File: src/rtl/vga_scan_out.sv
`default_nettype none
// ============================================================================
// Module      : vga_scan_out
// Description : Raster scan generator and VGA output stage (640x480 @ 60 Hz by
//               default). Issues a bottom-origin pixel address to the frame
//               compositor and captures the compositor's registered {B,G,R}
//               pixel one cycle later. Sync pulses are delayed to match that
//               pixel pipeline.
// Ports       : vga_clk     - pixel clock
//               clrn        - asynchronous active-low reset
//               d_in_BGR    - {B,G,R} pixel for the address of the previous cycle
//               X_Addr      - column, 0 = left (0 outside the active area)
//               Y_Addr      - row, 0 = bottom line (0 outside the active area)
//               r, g, b     - registered colour outputs
//               hs, vs      - active-low sync outputs
//               frame_tick  - one-cycle pulse while the counters sit at {0,0}
// Revision    : 1.0 - initial release
// ============================================================================
module vga_scan_out #(
    parameter int H_ACTIVE = 640,
    parameter int H_FP     = 16,
    parameter int H_SYNC   = 96,
    parameter int H_BP     = 48,
    parameter int V_ACTIVE = 480,
    parameter int V_FP     = 10,
    parameter int V_SYNC   = 2,
    parameter int V_BP     = 33
) (
    input  logic        vga_clk,
    input  logic        clrn,
    input  logic [11:0] d_in_BGR,
    output logic [9:0]  X_Addr,
    output logic [8:0]  Y_Addr,
    output logic [3:0]  r,
    output logic [3:0]  g,
    output logic [3:0]  b,
    output logic        hs,
    output logic        vs,
    output logic        frame_tick
);

    // Line layout: sync, back porch, active, front porch (same for frames).
    localparam int         c_H_TOTAL     = H_SYNC + H_BP + H_ACTIVE + H_FP;
    localparam int         c_V_TOTAL     = V_SYNC + V_BP + V_ACTIVE + V_FP;
    localparam logic [9:0] c_H_MAX       = 10'(c_H_TOTAL - 1);
    localparam logic [9:0] c_V_MAX       = 10'(c_V_TOTAL - 1);
    localparam logic [9:0] c_H_SYNC_END  = 10'(H_SYNC);
    localparam logic [9:0] c_V_SYNC_END  = 10'(V_SYNC);
    localparam logic [9:0] c_H_ACT_START = 10'(H_SYNC + H_BP);
    localparam logic [9:0] c_H_ACT_END   = 10'(H_SYNC + H_BP + H_ACTIVE);
    localparam logic [9:0] c_V_ACT_START = 10'(V_SYNC + V_BP);
    localparam logic [9:0] c_V_ACT_END   = 10'(V_SYNC + V_BP + V_ACTIVE);
    // Last active line maps to row 0, so the row is (last line - v_cnt).
    localparam logic [8:0] c_V_ACT_LAST  = 9'(V_SYNC + V_BP + V_ACTIVE - 1);

    logic [9:0]  r_h_cnt;
    logic [9:0]  r_v_cnt;
    logic        r_hs1;
    logic        r_vs1;
    logic        r_act1;
    logic        r_hs;
    logic        r_vs;
    logic [11:0] r_bgr;
    logic        r_frame_tick;

    logic        w_h_wrap;
    logic [9:0]  w_h_next;
    logic [9:0]  w_v_next;
    logic        w_act0;
    logic        w_hs0;
    logic        w_vs0;
    logic [9:0]  w_x_addr;
    logic [8:0]  w_y_addr;

    // Next-count logic. ">=" / ">" comparisons make any out-of-range count
    // fall back to 0 on the following edge.
    always_comb begin
        w_h_wrap = (r_h_cnt >= c_H_MAX);
        w_h_next = w_h_wrap ? 10'd0 : (r_h_cnt + 10'd1);
        w_v_next = r_v_cnt;
        if (r_v_cnt > c_V_MAX) begin
            w_v_next = 10'd0;
        end else if (w_h_wrap) begin
            w_v_next = (r_v_cnt == c_V_MAX) ? 10'd0 : (r_v_cnt + 10'd1);
        end
    end

    always_comb begin
        w_act0 = (r_h_cnt >= c_H_ACT_START) && (r_h_cnt < c_H_ACT_END) &&
                 (r_v_cnt >= c_V_ACT_START) && (r_v_cnt < c_V_ACT_END);
        w_hs0  = (r_h_cnt >= c_H_SYNC_END);
        w_vs0  = (r_v_cnt >= c_V_SYNC_END);
        // Row subtraction done modulo 2^9: the low 9 bits of the 10-bit
        // difference only depend on the low 9 bits of the operands.
        w_x_addr = 10'd0;
        w_y_addr = 9'd0;
        if (w_act0) begin
            w_x_addr = r_h_cnt - c_H_ACT_START;
            w_y_addr = c_V_ACT_LAST - r_v_cnt[8:0];
        end
    end

    // Raster counters and frame tick
    always_ff @(posedge vga_clk or negedge clrn) begin
        if (!clrn) begin
            r_h_cnt      <= 10'd0;
            r_v_cnt      <= 10'd0;
            r_frame_tick <= 1'b0;
        end else begin
            r_h_cnt      <= w_h_next;
            r_v_cnt      <= w_v_next;
            r_frame_tick <= (w_h_next == 10'd0) && (w_v_next == 10'd0);
        end
    end

    // Two-stage output pipeline. Stage 1 lines up with the compositor's
    // register; stage 2 captures the pixel, so sync and colour stay aligned.
    // Syncs reset high so no pulse appears before the pipeline has filled.
    always_ff @(posedge vga_clk or negedge clrn) begin
        if (!clrn) begin
            r_hs1  <= 1'b1;
            r_vs1  <= 1'b1;
            r_act1 <= 1'b0;
            r_hs   <= 1'b1;
            r_vs   <= 1'b1;
            r_bgr  <= 12'd0;
        end else begin
            r_hs1  <= w_hs0;
            r_vs1  <= w_vs0;
            r_act1 <= w_act0;
            r_hs   <= r_hs1;
            r_vs   <= r_vs1;
            // Pixel data is ignored outside the active window so blanking
            // is always black whatever the compositor drives.
            r_bgr  <= r_act1 ? d_in_BGR : 12'd0;
        end
    end

    assign X_Addr     = w_x_addr;
    assign Y_Addr     = w_y_addr;
    assign b          = r_bgr[11:8];
    assign g          = r_bgr[7:4];
    assign r          = r_bgr[3:0];
    assign hs         = r_hs;
    assign vs         = r_vs;
    assign frame_tick = r_frame_tick;

endmodule
`default_nettype wire
File: config.mk
export PLATFORM = sky130hd
export DESIGN_NAME = vga_scan_out
export DESIGN_NICKNAME = d
export VERILOG_FILES = /design/src/rtl/vga_scan_out.sv
export SDC_FILE = /design/constraint.sdc
export NUM_CORES = 1
export LEC_CHECK = 0
export CAP_MARGIN = 20
export CELL_PAD_IN_SITES_DETAIL_PLACEMENT = 0
export CELL_PAD_IN_SITES_GLOBAL_PLACEMENT = 2
export CORE_ASPECT_RATIO = 0.9
export CORE_UTILIZATION = 34
export CTS_CLUSTER_DIAMETER = 50
export DETAILED_ROUTE_END_ITERATION = 7
export DONT_BUFFER_PORTS = 1
export PLACE_DENSITY_LB_ADDON = 0.1
export SYNTH_ARGS = -nofsm -noshare
export SYNTH_HDL_FRONTEND = slang
export SYNTH_SLANG_ARGS = --single-unit
File: constraint.sdc
create_clock -name vga_clk -period 2.2 [get_ports vga_clk]
set_clock_uncertainty 0.2 [all_clocks]
set_input_delay 0.44 -clock vga_clk [delete_from_list [all_inputs] [get_ports vga_clk]]
set_output_delay 0.44 -clock vga_clk [all_outputs]
set_load 0.01 [all_outputs]
Fig. 1: run 1, metal 1
The bar under the picture is 20 µm long. Supply wires on this layer in grey.
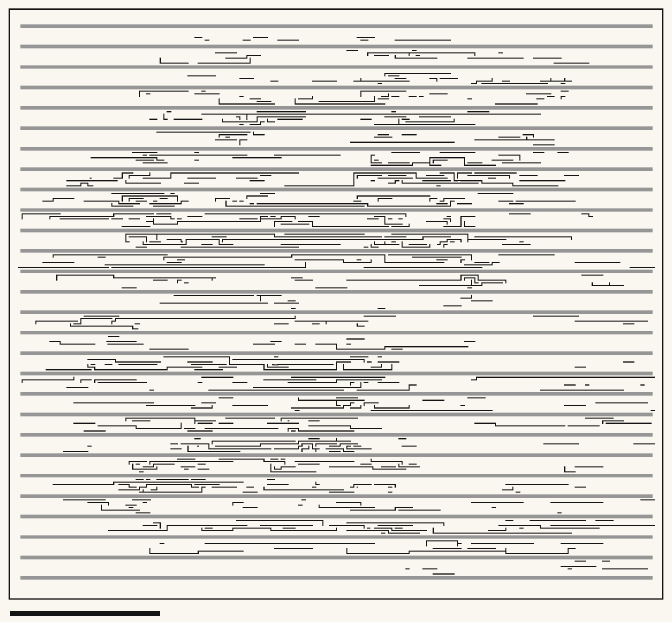
main direction	horizontal
wire length on this layer	2670 µm

Fig. 2: run 1, signal wires on met2
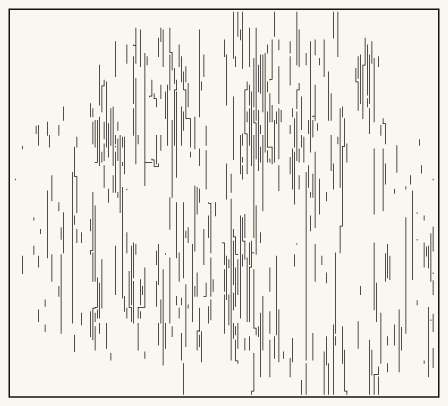
wire length on this layer	2450 µm
nets with wire on the layer	259

Fig. 3: run 1, signal wires on met3
The bar under the picture is 20 µm long.
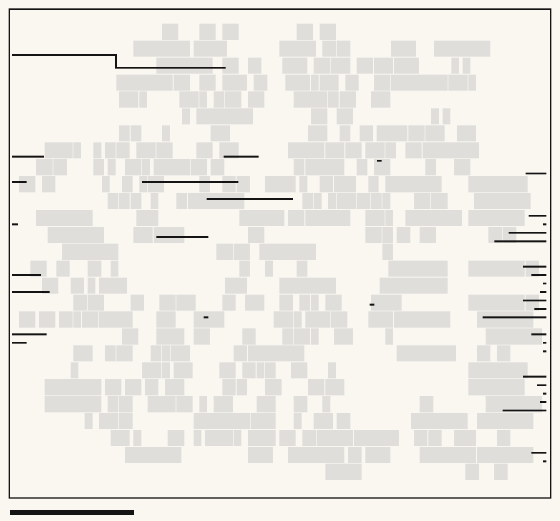
longest straight run	17.5 µm
nets with wire on the layer	32

Fig. 4: run 1, clock wiring as the flow saved it
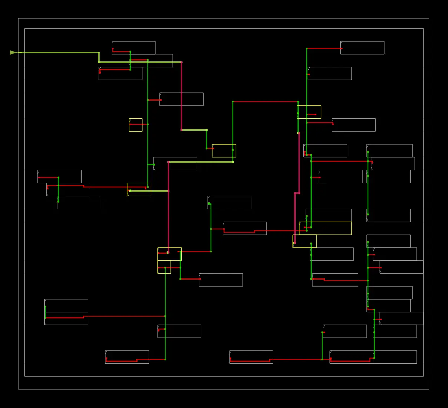
Inserted Clock Buffers: 5
clock latency on the worst-skew pair: 300 ps

==> results.yml, run 1 <==
# flow metrics
worst_setup_path:
  timing.rr.end: "frame_tick"
  path_class: "reg2out"
  r2r_cells: 7
  slowest_delay_ps: 390
  cp.depth: 9
  reg2reg_from: "r_h_cnt[5]"
  endpoint: "X_Addr[5]"
  cp_top_family: "simple AND/OR/NAND/NOR gates"
  path_cells: "ha_2 > or3_4 > o21ai_2 > a21oi_1 > a31o_1 > nand3_4 > buf_12 > nor2_4 > buf_6"
  critical_path.max_fanout: 7
  cp_slowest_cell: "dfrtp_1"
  regToRegSetupSlack_ps: -30
power_and_ir_drop:
  p_leak_nw: 1.32
  max-vdd-ir-drop_mv: 0.291
  p_sw_share_pct: 21.3
  switchingPower_uw: 282
clock_tree:
  ctsHtreeMaxLevel: 2
  postCtsSetupBuffers: 4
  clockBufferDepth: 2
logic_synthesis:
  ys_ff: 38
  mux_share_pct: 0.910
  synthAoiAreaFrac_pct: 8.93
  topCellsByArea: "dfrtp_1, nor2_1, xnor2_1"
  logic_family: "simple AND/OR/NAND/NOR gates"
  syn-num-nets: 262
  yosys_area_um2: 2200
  yosysMostFrequentCell: "nor2_1"
  yosys_warnings: 0
  synthArstFlopShare_pct: 100
  top_cell_area_share_pct: 38.7
  ys_sh_xor_pct: 9.16
  fa_ha_area_share_pct: 4.55
  enable_flop_cells: 0
final_layout:
  logic_area_um2: 1250
  largest_class: "logic gates"
  stdcell_count: 374
  seq_share_pct: 32.6
  flop-count: 38
  final_layout_top_logic_cells: "buf_4, dfrtp_1, nor2_1"
  seqCellArea_um2: 956
  top_regs: "r_bgr: 12 flops, r_h_cnt: 10 flops, r_v_cnt: 10 flops"
  layout_top_cell: "buf_4"
  num-multi-input-gates: 176
  nNetsFinal: 308
job:
  warnings: 34
  maxCapViolCount: 0
timing:
  max_slew_margin_pct: 67.0
  finalSetupViolations: 20
  setup_ws_ps: -541
  report.final.hold_viol_count: 0
  fmax_ghz: 0.365
  period_used_pct: 125
grt:
  grt_pass1_wl_um: 8740
  grt_pass1_vias: 1860
floorplan:
  rows: 27
  ioPinCount: 48
  die_area_um2: 6800
outcome:
  outcome: "finished with violations"
  violations: "negative setup slack"
drt:
  wl_um: 5340
  drt_iter0_markers: 68
  via_per_inst: 4.85
hold_path:
  hp-start: "d_in_BGR[9]"
==> run 2: changes to the inputs <==
--- a/config.mk
+++ b/config.mk
@@ -5,7 +5,7 @@
 export SDC_FILE = /design/constraint.sdc
 export NUM_CORES = 1
 export LEC_CHECK = 0
-export CAP_MARGIN = 20
+export CAP_MARGIN = 30
 export CELL_PAD_IN_SITES_DETAIL_PLACEMENT = 0
 export CELL_PAD_IN_SITES_GLOBAL_PLACEMENT = 2
 export CORE_ASPECT_RATIO = 0.9
Fig. 5: run 2, signal wires on met2
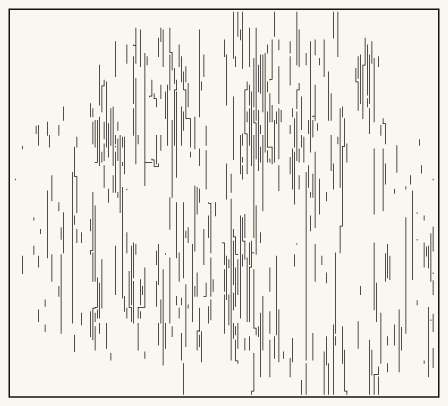
longest straight run	38.1 µm
wire length on this layer	2450 µm

Fig. 6: run 2, metal 1
The bar under the picture is 20 µm long. Supply wires on this layer in grey.
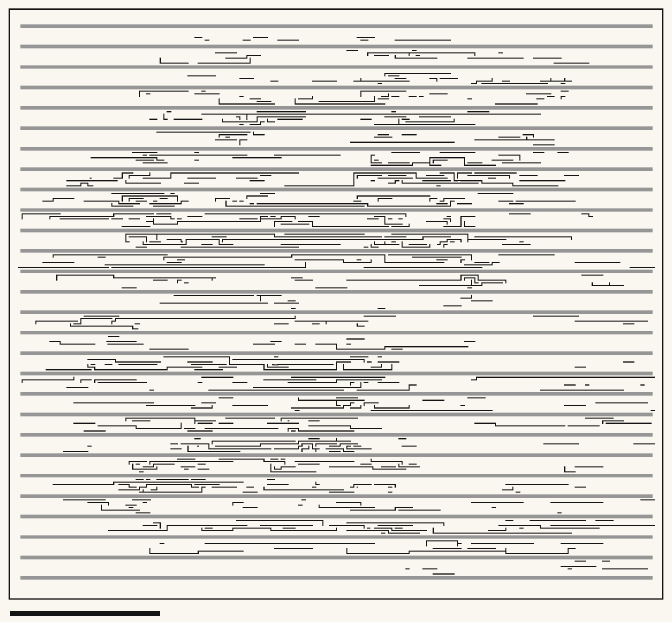
wire length on this layer	2670 µm
longest straight run	45.1 µm
nets with wire on the layer	267

Fig. 7: run 2, clock wiring as the flow saved it
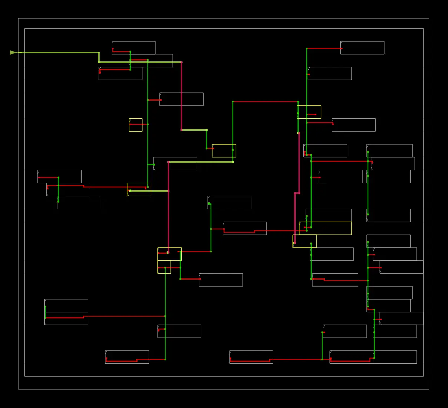
clock sinks: 38
CLK BUF: 5
seq_cells: 38
clock network power: 605 µW

==> results.yml, run 2 <==
# flow metrics
worst_setup_path:
  cp_slowest_cell: "dfrtp_1"
  regToRegSetupSlack_ps: -30
  worst_setup_path_start_kind: "flip-flop"
  timing.rr.end: "frame_tick"
  path_class: "reg2out"
  arrival_ps: 2100
  r2r_cells: 7
  path_cells: "ha_2 > or3_4 > o21ai_2 > a21oi_1 > a31o_1 > nand3_4 > buf_12 > nor2_4 > buf_6"
  critical_path.max_fanout: 7
  worst-endpoint-required_ps: 1560
  cp_top_family: "simple AND/OR/NAND/NOR gates"
  slowest_delay_ps: 390
  cp.depth: 9
  endpoint: "X_Addr[5]"
  reg2reg_from: "r_h_cnt[5]"
final_layout:
  layout_top_cell: "buf_4"
  signal_buffers: 55
  diodes: 0
  stdcell_count: 374
  seq_share_pct: 32.6
  largest_register: "r_bgr"
  largest_class: "logic gates"
  logic_area_um2: 1250
  nNetsFinal: 308
  final_layout_top_logic_cells: "buf_4, dfrtp_1, nor2_1"
  seqCellArea_um2: 956
  layout.nonclk_buf_share_pct: 15.8
  num-multi-input-gates: 176
  final_util_pct: 47.4
  n_fill_cell: 610
  stdcell_area_um2: 2930
  top_regs: "r_bgr: 12 flops, r_h_cnt: 10 flops, r_v_cnt: 10 flops"
  drive_gt1_share_pct: 33.8
  clk_share_pct: 3.89
floorplan:
  die_w_um: 86.8
  ioPinCount: 48
  fp_util_pct: 35.6
  nWellTaps: 87
  rows: 27
  die_area_um2: 6800
logic_synthesis:
  synth_cell_types: 38
  topCellsByArea: "dfrtp_1, nor2_1, xnor2_1"
  yosys.area_share.simple_pct: 27.5
  logic_family: "simple AND/OR/NAND/NOR gates"
  synthArstFlopShare_pct: 100
  enable_flop_cells: 0
  syn_area_per_cell_um2: 9.17
  fa_ha_area_share_pct: 4.55
  mux_share_pct: 0.910
  syn_area_um2: 2200
  ys_ff: 38
  synthAoiAreaFrac_pct: 8.93
  top_area_cell: "dfrtp_1"
  syn_inst: 240
  top_cell_area_share_pct: 38.7
  ys_sh_xor_pct: 9.16
  syn-num-nets: 262
  yosys_area_um2: 2200
  yosysMostFrequentCell: "nor2_1"
  yosys_warnings: 0
grt:
  grt_pass1_vias: 1860
  grt_use_total_pct: 16.7
  antenna_found_initial: 0
  grt_max_degree: 39
  grt_pass1_wl_um: 8740
  grt_util_met1_pct: 22.8
  use_met3_pct: 3.15
  grt-ovfl-total: 0
  busiest_layer: "met2"
  use_met2_pct: 26.4
outcome:
  violations: "negative setup slack"
  outcome: "finished with violations"
timing:
  fin_tns_setup_ps: -9470
  setup_ws_ps: -541
  rsz0062_at_grt: "true"
  report.final.hold_viol_count: 0
  period_used_pct: 125
  drv_slew: 0
  max_slew_margin_pct: 67.0
  finalSetupViolations: 20
  fmax_ghz: 0.365
  whs_ps: 72.2
power_and_ir_drop:
  p_sw_share_pct: 21.3
  switchingPower_uw: 282
  max-vdd-ir-drop_mv: 0.291
  clockPowerShare_pct: 45.8
  p_leak_nw: 1.32
  intPower_mw: 1.04
  seq_power_share_pct: 52.8
  top_power_group: "sequential cells"
clock_tree:
  hold_buffers: 2
  clk_latency_ps: 300
  postCtsSetupBuffers: 4
  clockBufferDepth: 2
  path_clk_slew_ps: 80
  cts_tree: "built"
  cts_resized: 9
  ctsHtreeMaxLevel: 2
  cts_buffers: 5
drt:
  wl_um: 5340
  dr_wl_met2_um: 2450
  via_per_inst: 4.85
  wirelength_met1_um: 2670
  firstDrtPassIters: 4
  ant_nets: 0
  wire_per_inst_um: 14.3
  drt_iter0_markers: 68
  drc: 0
placed_design:
  port_buffers: 0
  gp_congestion: 0.792
  dp.cells: 357
  place.detailed.hpwl_um: 3940
hold_path:
  hp-start: "d_in_BGR[9]"
  hold_depth: 1
  holdCritPathClass: "in2reg"
job:
  warnings: 34
  maxCapViolCount: 0
Power is estimated from default activity; no workload was simulated.
